### src/rtl/ccsds_turbo_enc_sink_pkg.sv
// rtl/ccsds_turbo_enc_sink_pkg.sv - shared code-rate constants and puncture helpers
// Contents: cCODE_* rate codes, word_bits_t (serialised trellis word, bit 0 leaves first),
//           get_code_nbits(code) -> bits per word, punct_word() -> word in CCSDS bit order.
package ccsds_turbo_enc_sink_pkg;

  localparam logic [1:0] cCODE_1by2 = 2'd0;
  localparam logic [1:0] cCODE_1by3 = 2'd1;
  localparam logic [1:0] cCODE_1by4 = 2'd2;
  localparam logic [1:0] cCODE_1by6 = 2'd3;

  typedef logic [5:0] word_bits_t;

  function automatic logic [2:0] get_code_nbits(input logic [1:0] code);
    case (code)
      cCODE_1by2 : return 3'd2;
      cCODE_1by3 : return 3'd3;
      cCODE_1by4 : return 3'd4;
      default    : return 3'd6;
    endcase
  endfunction

  // odd selects the rate-1/2 parity source: encoder 0 on even words, encoder 1 on odd words
  function automatic word_bits_t punct_word(input logic [1:0] code, input logic odd,
                                            input logic s, input logic [2:0] a0,
                                            input logic [2:0] a1);
    word_bits_t w;
    w = '0;
    case (code)
      cCODE_1by2 : w[1:0] = {(odd ? a1[0] : a0[0]), s};
      cCODE_1by3 : w[2:0] = {a1[0], a0[0], s};
      cCODE_1by4 : w[3:0] = {a1[0], a0[2], a0[1], s};
      default    : w      = {a1[2], a1[0], a0[2], a0[1], a0[0], s};
    endcase
    return w;
  endfunction

endpackage

### src/rtl/ccsds_turbo_enc_sink_if.sv
// rtl/ccsds_turbo_enc_sink_if.sv - codeword buffer read bus plus serial output stream
// Buffer side : ifull, orempty, oraddr, ordval, irs, ira0, ira1 (read latency 1 cycle)
// Stream side : oval, osop, oeop, odat, iready
// master = the sink block, slave = buffer plus downstream consumer.
interface ccsds_turbo_enc_sink_if #(
  parameter int pADDR_W = 8
);
  logic               ifull;
  logic               orempty;
  logic [pADDR_W-1:0] oraddr;
  logic               ordval;
  logic               irs;
  logic [2:0]         ira0;
  logic [2:0]         ira1;
  logic               oval;
  logic               osop;
  logic               oeop;
  logic               odat;
  logic               iready;

  modport master (
    input  ifull, irs, ira0, ira1, iready,
    output orempty, oraddr, ordval, oval, osop, oeop, odat
  );

  modport slave (
    output ifull, irs, ira0, ira1, iready,
    input  orempty, oraddr, ordval, oval, osop, oeop, odat
  );
endinterface

### src/rtl/ccsds_turbo_enc_sink_skid.sv
// rtl/ccsds_turbo_enc_sink_skid.sv - one-word park register for returned buffer data
// Ports: iclk, ireset (async, active-high), iclkena, wr (park din), clr (consume),
//        din/dout (punctured word), vld (word parked).
module ccsds_turbo_enc_sink_skid
  import ccsds_turbo_enc_sink_pkg::*;
(
  input  logic       iclk,
  input  logic       ireset,
  input  logic       iclkena,
  input  logic       wr,
  input  logic       clr,
  input  word_bits_t din,
  output logic       vld,
  output word_bits_t dout
);
  always_ff @(posedge iclk or posedge ireset) begin
    if (ireset) begin
      vld  <= 1'b0;
      dout <= '0;
    end else if (iclkena) begin
      if (wr) begin
        vld  <= 1'b1;
        dout <= din;
      end else if (clr) begin
        vld  <= 1'b0;
      end
    end
  end
endmodule

### src/rtl/ccsds_turbo_enc_sink.sv
// rtl/ccsds_turbo_enc_sink.sv - turbo encoder output: buffer reader and punctured bit serialiser
// Ports: iclk, ireset (async, active-high), iclkena (freeze when low),
//        icode/ilast (rate and last word index, latched at block start),
//        obusy (block in progress), bus (ccsds_turbo_enc_sink_if.master: buffer read + stream).
module ccsds_turbo_enc_sink
  import ccsds_turbo_enc_sink_pkg::*;
#(
  parameter int pADDR_W = 8
)(
  input  logic                   iclk,
  input  logic                   ireset,
  input  logic                   iclkena,
  input  logic [1:0]             icode,
  input  logic [pADDR_W-1:0]     ilast,
  output logic                   obusy,
  ccsds_turbo_enc_sink_if.master bus
);
  localparam logic [1:0] cIDLE  = 2'd0;
  localparam logic [1:0] cFETCH = 2'd1;
  localparam logic [1:0] cRUN   = 2'd2;

  logic [1:0]         state;
  logic [1:0]         code;
  logic [pADDR_W-1:0] last;
  logic [pADDR_W-1:0] raddr;
  logic [pADDR_W-1:0] wcnt;
  logic               rd;
  logic               rdat_val;
  logic               val;
  logic               rempty;
  logic [2:0]         sym;
  logic [2:0]         nbits;
  word_bits_t         sreg;
  word_bits_t         rword;
  word_bits_t         skid_word;
  logic               skid_vld;
  logic               skid_wr;
  logic               skid_clr;
  logic               accept;
  logic               last_sym;
  logic               last_word;
  logic               word_done;
  logic               need_word;
  logic               load_skid;
  logic               load_rd;
  logic               load;

  assign nbits     = get_code_nbits(code);
  assign last_sym  = (sym == nbits - 3'd1);
  assign last_word = (wcnt == last);
  assign accept    = val & bus.iready;
  assign word_done = accept & last_sym;

  // raddr still holds the address of the word returning this cycle: the next
  // read is only issued when that word is loaded, so its parity is raddr[0].
  assign rword = punct_word(code, raddr[0], bus.irs, bus.ira0, bus.ira1);

  always_comb begin
    // a new word is wanted when the current one leaves (or none is shown) and more remain
    need_word = (state == cRUN) & !last_word & (word_done | !val);
    load_skid = need_word & skid_vld;
    load_rd   = rdat_val & ((state == cFETCH) | (need_word & !skid_vld));
    load      = load_skid | load_rd;
    skid_wr   = rdat_val & (state == cRUN) & !load_rd;
    skid_clr  = load_skid;
  end

  ccsds_turbo_enc_sink_skid u_skid (
    .iclk    (iclk),
    .ireset  (ireset),
    .iclkena (iclkena),
    .wr      (skid_wr),
    .clr     (skid_clr),
    .din     (rword),
    .vld     (skid_vld),
    .dout    (skid_word)
  );

  always_ff @(posedge iclk or posedge ireset) begin
    if (ireset) begin
      state    <= cIDLE;
      code     <= '0;
      last     <= '0;
      raddr    <= '0;
      wcnt     <= '0;
      rd       <= 1'b0;
      rdat_val <= 1'b0;
      val      <= 1'b0;
      rempty   <= 1'b0;
      sym      <= '0;
      sreg     <= '0;
    end else if (iclkena) begin
      rdat_val <= rd;
      rd       <= 1'b0;
      rempty   <= rdat_val & (raddr == last) & (state != cIDLE);

      case (state)
        cIDLE : if (bus.ifull) begin
          state <= cFETCH;
          code  <= icode;
          last  <= ilast;
          raddr <= '0;
          rd    <= 1'b1;
        end
        cFETCH : if (rdat_val) state <= cRUN;
        cRUN   : if (word_done & last_word) state <= cIDLE;
        default: state <= cIDLE;
      endcase

      if (load) begin
        sreg <= load_skid ? skid_word : rword;
        sym  <= '0;
        val  <= 1'b1;
        wcnt <= (state == cFETCH) ? '0 : wcnt + 1'b1;
        // prefetch the following word so the boundary costs no cycle
        if (raddr != last) begin
          raddr <= raddr + 1'b1;
          rd    <= 1'b1;
        end
      end else begin
        if (word_done)               val <= 1'b0;
        if (accept & !last_sym)      sym <= sym + 3'd1;
      end
    end
  end

  assign obusy       = (state != cIDLE);
  assign bus.oraddr  = raddr;
  assign bus.ordval  = rd;
  assign bus.orempty = rempty;
  assign bus.oval    = val;
  assign bus.odat    = sreg[sym];
  assign bus.osop    = val & (wcnt == '0) & (sym == 3'd0);
  assign bus.oeop    = val & last_word & last_sym;

endmodule

### src/flat_wrapper.sv
// flat-port wrapper written by rule: the top's interface ports become plain ports
module ccsds_turbo_enc_sink_flat import ccsds_turbo_enc_sink_pkg::*;
#(
  parameter int pADDR_W = 8
)
  (iclk, ireset, iclkena, icode, ilast, obusy, bus_ifull, bus_irs, bus_ira0, bus_ira1, bus_iready, bus_orempty, bus_oraddr, bus_ordval, bus_oval, bus_osop, bus_oeop, bus_odat);
  ccsds_turbo_enc_sink_if #(.pADDR_W(pADDR_W)) bus_i ();
  input  logic iclk;
  input  logic ireset;
  input  logic iclkena;
  input  logic [1:0] icode;
  input  logic [pADDR_W-1:0] ilast;
  output logic obusy;
  input wire logic [$bits(bus_i.ifull)-1:0] bus_ifull;
  input wire logic [$bits(bus_i.irs)-1:0] bus_irs;
  input wire logic [$bits(bus_i.ira0)-1:0] bus_ira0;
  input wire logic [$bits(bus_i.ira1)-1:0] bus_ira1;
  input wire logic [$bits(bus_i.iready)-1:0] bus_iready;
  output wire logic [$bits(bus_i.orempty)-1:0] bus_orempty;
  output wire logic [$bits(bus_i.oraddr)-1:0] bus_oraddr;
  output wire logic [$bits(bus_i.ordval)-1:0] bus_ordval;
  output wire logic [$bits(bus_i.oval)-1:0] bus_oval;
  output wire logic [$bits(bus_i.osop)-1:0] bus_osop;
  output wire logic [$bits(bus_i.oeop)-1:0] bus_oeop;
  output wire logic [$bits(bus_i.odat)-1:0] bus_odat;
  assign bus_i.ifull = bus_ifull;
  assign bus_i.irs = bus_irs;
  assign bus_i.ira0 = bus_ira0;
  assign bus_i.ira1 = bus_ira1;
  assign bus_i.iready = bus_iready;
  assign bus_orempty = bus_i.orempty;
  assign bus_oraddr = bus_i.oraddr;
  assign bus_ordval = bus_i.ordval;
  assign bus_oval = bus_i.oval;
  assign bus_osop = bus_i.osop;
  assign bus_oeop = bus_i.oeop;
  assign bus_odat = bus_i.odat;
  ccsds_turbo_enc_sink #(.pADDR_W(pADDR_W)) u_core (.iclk(iclk), .ireset(ireset), .iclkena(iclkena), .icode(icode), .ilast(ilast), .obusy(obusy), .bus(bus_i));
endmodule
### config.mk
export PLATFORM = sky130hd
export DESIGN_NAME = ccsds_turbo_enc_sink_flat
export DESIGN_NICKNAME = d
export VERILOG_FILES = /design/src/rtl/ccsds_turbo_enc_sink_pkg.sv /design/src/rtl/ccsds_turbo_enc_sink_if.sv /design/src/rtl/ccsds_turbo_enc_sink_skid.sv /design/src/rtl/ccsds_turbo_enc_sink.sv /design/src/flat_wrapper.sv
export SDC_FILE = /design/constraint.sdc
export NUM_CORES = 1
export LEC_CHECK = 0
export CAP_MARGIN = 20
export CORE_ASPECT_RATIO = 2
export CORE_MARGIN = 2
export CORE_UTILIZATION = 63
export CTS_CLUSTER_DIAMETER = 100
export DETAILED_ROUTE_END_ITERATION = 8
export DONT_BUFFER_PORTS = 1
export MAX_ROUTING_LAYER = met4
export PLACE_DENSITY = 0.79
export SLEW_MARGIN = 20
export SYNTH_ARGS = -nofsm -noshare
export SYNTH_HDL_FRONTEND = slang
export SYNTH_HIERARCHICAL = 1
export SYNTH_SLANG_ARGS = --single-unit
### constraint.sdc
create_clock -name iclk -period 2.96 [get_ports iclk]
set_clock_uncertainty 0.1 [all_clocks]
set_input_delay 0.592 -clock iclk [delete_from_list [all_inputs] [get_ports iclk]]
set_output_delay 0.592 -clock iclk [all_outputs]
set_load 0.05 [all_outputs]
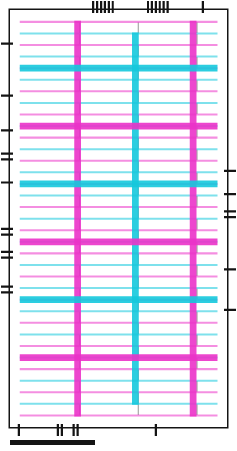
*Supply network, run 1*
The bar under the picture is 20 um long. Pins as bars on the die edge. Tap cells in gray.
| net | color |
|---|---|
| VDD | cyan |
| VSS | magenta |
met4 straps: 3
met5 straps: 6
met1 rails: 35
signal pins: 37
tap cells: 54
core area: 4300 um2
height of the die: 98.0 um
VDD IR max: 0.000687 V
Die Width: 51.0 um

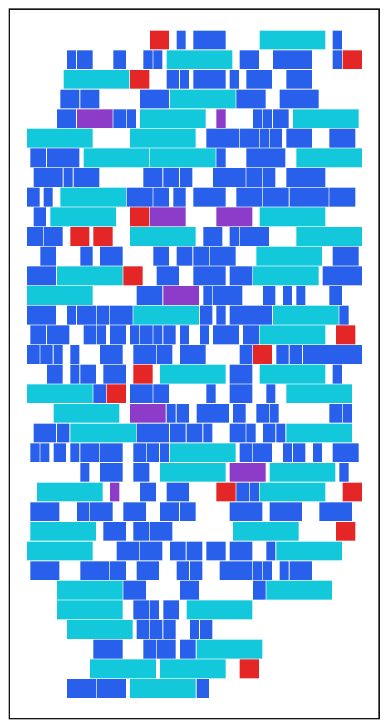
*Placement by cell class, run 1*
| class | color | cells | share of their area |
|---|---|---|---|
| remaining buffers and delay cells | red | 15 | 3.8% |
| remaining logic cells | blue | 219 | 52% |
| clock drivers and dummy loads | purple | 8 | 3.1% |
| registers | cyan | 48 | 41% |
cell area after layout: 3010 um2
Seq area share: 39.9%

==> flow_summary.toml, run 1 <==
# synthesis and place-and-route metrics
[critical_path]
worstPathMaxFanout = 5
regToRegStartpoint = "u_core/code[0]"
reg2reg_setup_slack_ps = 330
crit_chain = "inv_1 > ha_1 > xor2_1 > nor3_1 > and3_1 > buf_4"
cp.arrival_ps = 2020
critPathBufInv = 2
worstSetupPathType = "flip-flop to output pin"
cp-startpoint = "u_core/code[0]"

[detailed_routing]
route.detailed.vias_per_inst = 6.02
firstDrtPassIters = 4
route.detailed.drc = 0
routed-wl-met3_um = 210
drt_iter0_markers = 50

[synthesis]
yosys-stat-area_um2 = 2780
ys_sh_mux_pct = 11.4
area_leaders = "dfrtp_1 (43%), xnor2_1 (5.4%), ha_1 (4.9%)"
synth_cell_types = 50
synthFlopType = "dfrtp_1"
async_reset_ff_share_pct = 100
synth_flop_count = 48
common_cells = "dfrtp_1 (48), nand2_1 (28), o21ai_0 (24)"
yosysTopAreaCell = "dfrtp_1"
syn-num-nets = 310
adder_share_pct = 4.95
yosys_cells = 277
topCombFamilyByArea = "simple AND/OR/NAND/NOR gates"
ys_sh_simple_pct = 16.8

[clock_network]
clk_pin_slew_ps = 80
clock-sinks = 48
cts_hold_buf = 0
cts_tree = "built"
numCtsBuffers = 5
cts.htree.levels = 2

[layout]
comb_cells = 203
largest_class = "multi-input combinational cells"
comb_area_um2 = 1480
layout.nets = 322
clockNetworkAreaShare_pct = 2.99
nonClockBufferCount = 15
ff_count = 48
fillers = 335
fin_cells = 344
fin_util_pct = 70.1
synthToLayoutAreaGrowth_pct = 8.27
flop_area_um2 = 1200
mostFrequentLayoutCells = "dfrtp_1 (48), nand2_1 (28), o21ai_0 (24), xnor2_1 (17), inv_1 (16)"
diodes = 0
drive_gt1_share_pct = 16.9

[floorplan]
core_util_floorplan_pct = 64.8
rows = 34
dieArea_um2 = 5000
ioPinCount = 37

[final_timing]
fin_hold_ws_ps = 2.68
hold_viol_final = 0
fin_crit_sh_pct = 91.5
tns_ps = 0
fmax_mhz = 369
setup_viol = 0
relSlewSlack_pct = 59.8

[placement]
io_buffer_count = 0
placedCellCount = 336
hpwl_um = 4460
placed_area_um2 = 2920

[pwr]
pg_seq_mw = 1.24
maxPowerGroup = "combinational cells"
switching_power_mw = 1.46
design_power_total_mw = 3.19
switching_share_pct = 45.6

[grt]
grt_use_met1_pct = 26.1
overflow = 0
met2_usage_pct = 50.8
grt_pass1_vias = 2177

[outcome]
status = "finished clean"

[job]
warning_count = 34

[hold_path]
hp-class = "input port to async pin"
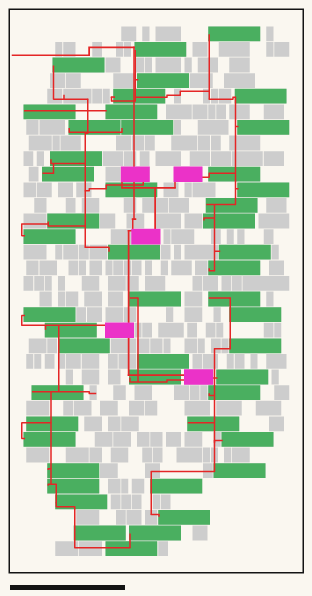
*Clock network drawn from the DEF, run 1*
The bar under the picture is 20 um long.
[clock-net drivers] magenta | count: 5
[clock wires] red | length: 515 um
[flip-flops] green | count: 48
flops lie: spread over the die

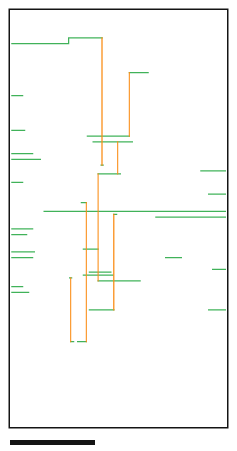
*Wiring by layer, run 1*
The bar under the picture is 20 um long. Two of the layers only.
| layer | color | wire length |
|---|---|---|
| M4 | orange | 148 um |
| M3 | green | 210 um |
total number of vias: 2,071
average wire per standard cell: 17.3 um
Routed WL: 5940 um
GRT Overall Usage: 27.0%

### The clock network, run 1

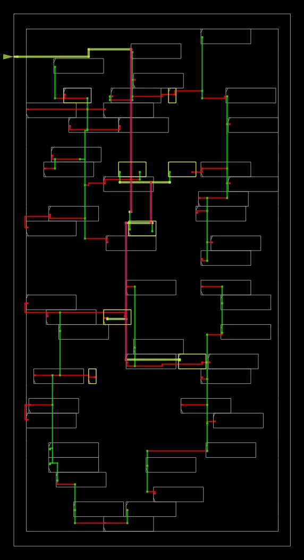

--- run 2 (diff from run 1) ---
--- a/config.mk
+++ b/config.mk
@@ -8,12 +8,11 @@
 export CAP_MARGIN = 20
 export CORE_ASPECT_RATIO = 2
 export CORE_MARGIN = 2
-export CORE_UTILIZATION = 63
+export CORE_UTILIZATION = 46
 export CTS_CLUSTER_DIAMETER = 100
 export DETAILED_ROUTE_END_ITERATION = 8
 export DONT_BUFFER_PORTS = 1
 export MAX_ROUTING_LAYER = met4
-export PLACE_DENSITY = 0.79
 export SLEW_MARGIN = 20
 export SYNTH_ARGS = -nofsm -noshare
 export SYNTH_HDL_FRONTEND = slang
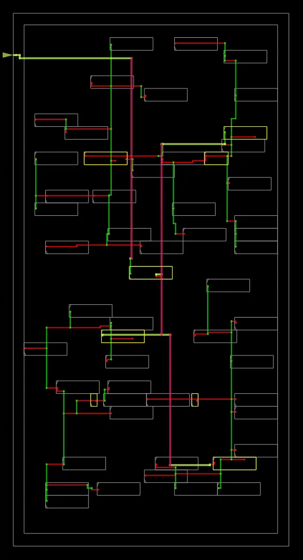
*The clock network, run 2*
clkbuf count: 8
clk pwr: 0.577 mW
worst skew pair latency: 290 ps

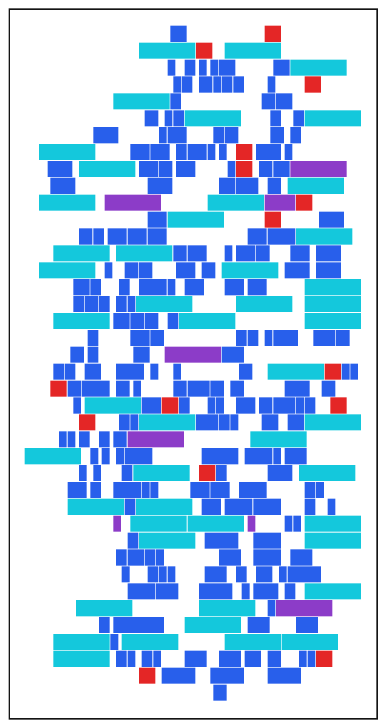
*Placement by cell class, run 2*
| class | color | cells | share of their area |
|---|---|---|---|
| remaining logic cells | blue | 219 | 51% |
| registers | cyan | 48 | 40% |
| clock drivers and dummy loads | purple | 8 | 4.9% |
| remaining buffers and delay cells | red | 15 | 3.8% |

==> run 2 against run 1 <==
Effect of this change:
- count of clock-buffer cells in the layout is the same
- hold slack better by 15 ps
- clock power is 46% higher
- critical path depth rose by 1
- maximum frequency decreased by 1.7%
- critical endpoint unchanged
==> flow_summary.toml, run 2 <==
# synthesis and place-and-route metrics
[detailed_routing]
routed-wl-met3_um = 203
firstDrtPassIters = 4
route.detailed.vias_per_inst = 5.83
wl_per_cell_um = 16.6
drt_iter0_markers = 131
totalWireLength_um = 5870
route.detailed.drc = 0

[pwr]
maxPowerGroup = "combinational cells"
pg_seq_mw = 1.23
switching_share_pct = 43.6

[grt]
met2_usage_pct = 30.1
grt_usage_pct = 20.3
overflow = 0
grt_pass1_vias = 2139

[layout]
fin_util_pct = 52.2
clockNetworkAreaShare_pct = 4.75
seq_area_share_pct = 39.0
nonClockBufferCount = 15
diodes = 0
flop_area_um2 = 1200
mostFrequentLayoutCells = "dfrtp_1 (48), nand2_1 (28), o21ai_0 (24), xnor2_1 (17), inv_1 (16)"
ff_count = 48
fin_area_um2 = 3080
comb_cells = 203
fin_cells = 353

[floorplan]
core_area_um2 = 5910
ioPinCount = 37
die_x_um = 59.0
rows = 40
core_util_floorplan_pct = 47.1
fp.dieH_um = 114

[synthesis]
common_cells = "dfrtp_1 (48), nand2_1 (28), o21ai_0 (24)"
synthFlopType = "dfrtp_1"
yosys_cells = 277
synth-edff-count = 0
yosysTopAreaCell = "dfrtp_1"
area_leaders = "dfrtp_1 (43%), xnor2_1 (5.4%), ha_1 (4.9%)"
yosys-stat-area_um2 = 2780
ys.warnings.count = 6
topCombFamilyByArea = "simple AND/OR/NAND/NOR gates"
adder_share_pct = 4.95
synth_flop_count = 48
async_reset_ff_share_pct = 100
ys_sh_mux_pct = 11.4
ys_sh_simple_pct = 16.8
syn-num-nets = 310

[clock_network]
cts.htree.levels = 2
clock-sinks = 48
cts_tree = "built"
numCtsBuffers = 5
cts_hold_buf = 0
clk_pin_slew_ps = 60

[critical_path]
reg2reg_setup_slack_ps = 400
worstSetupPathType = "flip-flop to output pin"
cp-startpoint = "u_core/code[0]"
regToRegStartpoint = "u_core/code[0]"
cp.arrival_ps = 2060
crit_chain = "inv_1 > ha_1 > xor2_1 > nor3_1 > buf_4 > and3_1 > buf_4"

[final_timing]
fin_hold_ws_ps = 17.3
tns_ps = 0
fin_crit_sh_pct = 93.1
setup_viol = 0
hold_viol_final = 0
relSlewSlack_pct = 59.0

[job]
warning_count = 34

[hold_path]
hp-class = "input port to async pin"

[placement]
placedCellCount = 345
io_buffer_count = 0

[outcome]
status = "finished clean"
Power figures rest on the tool's default switching activity, not on a simulated workload.
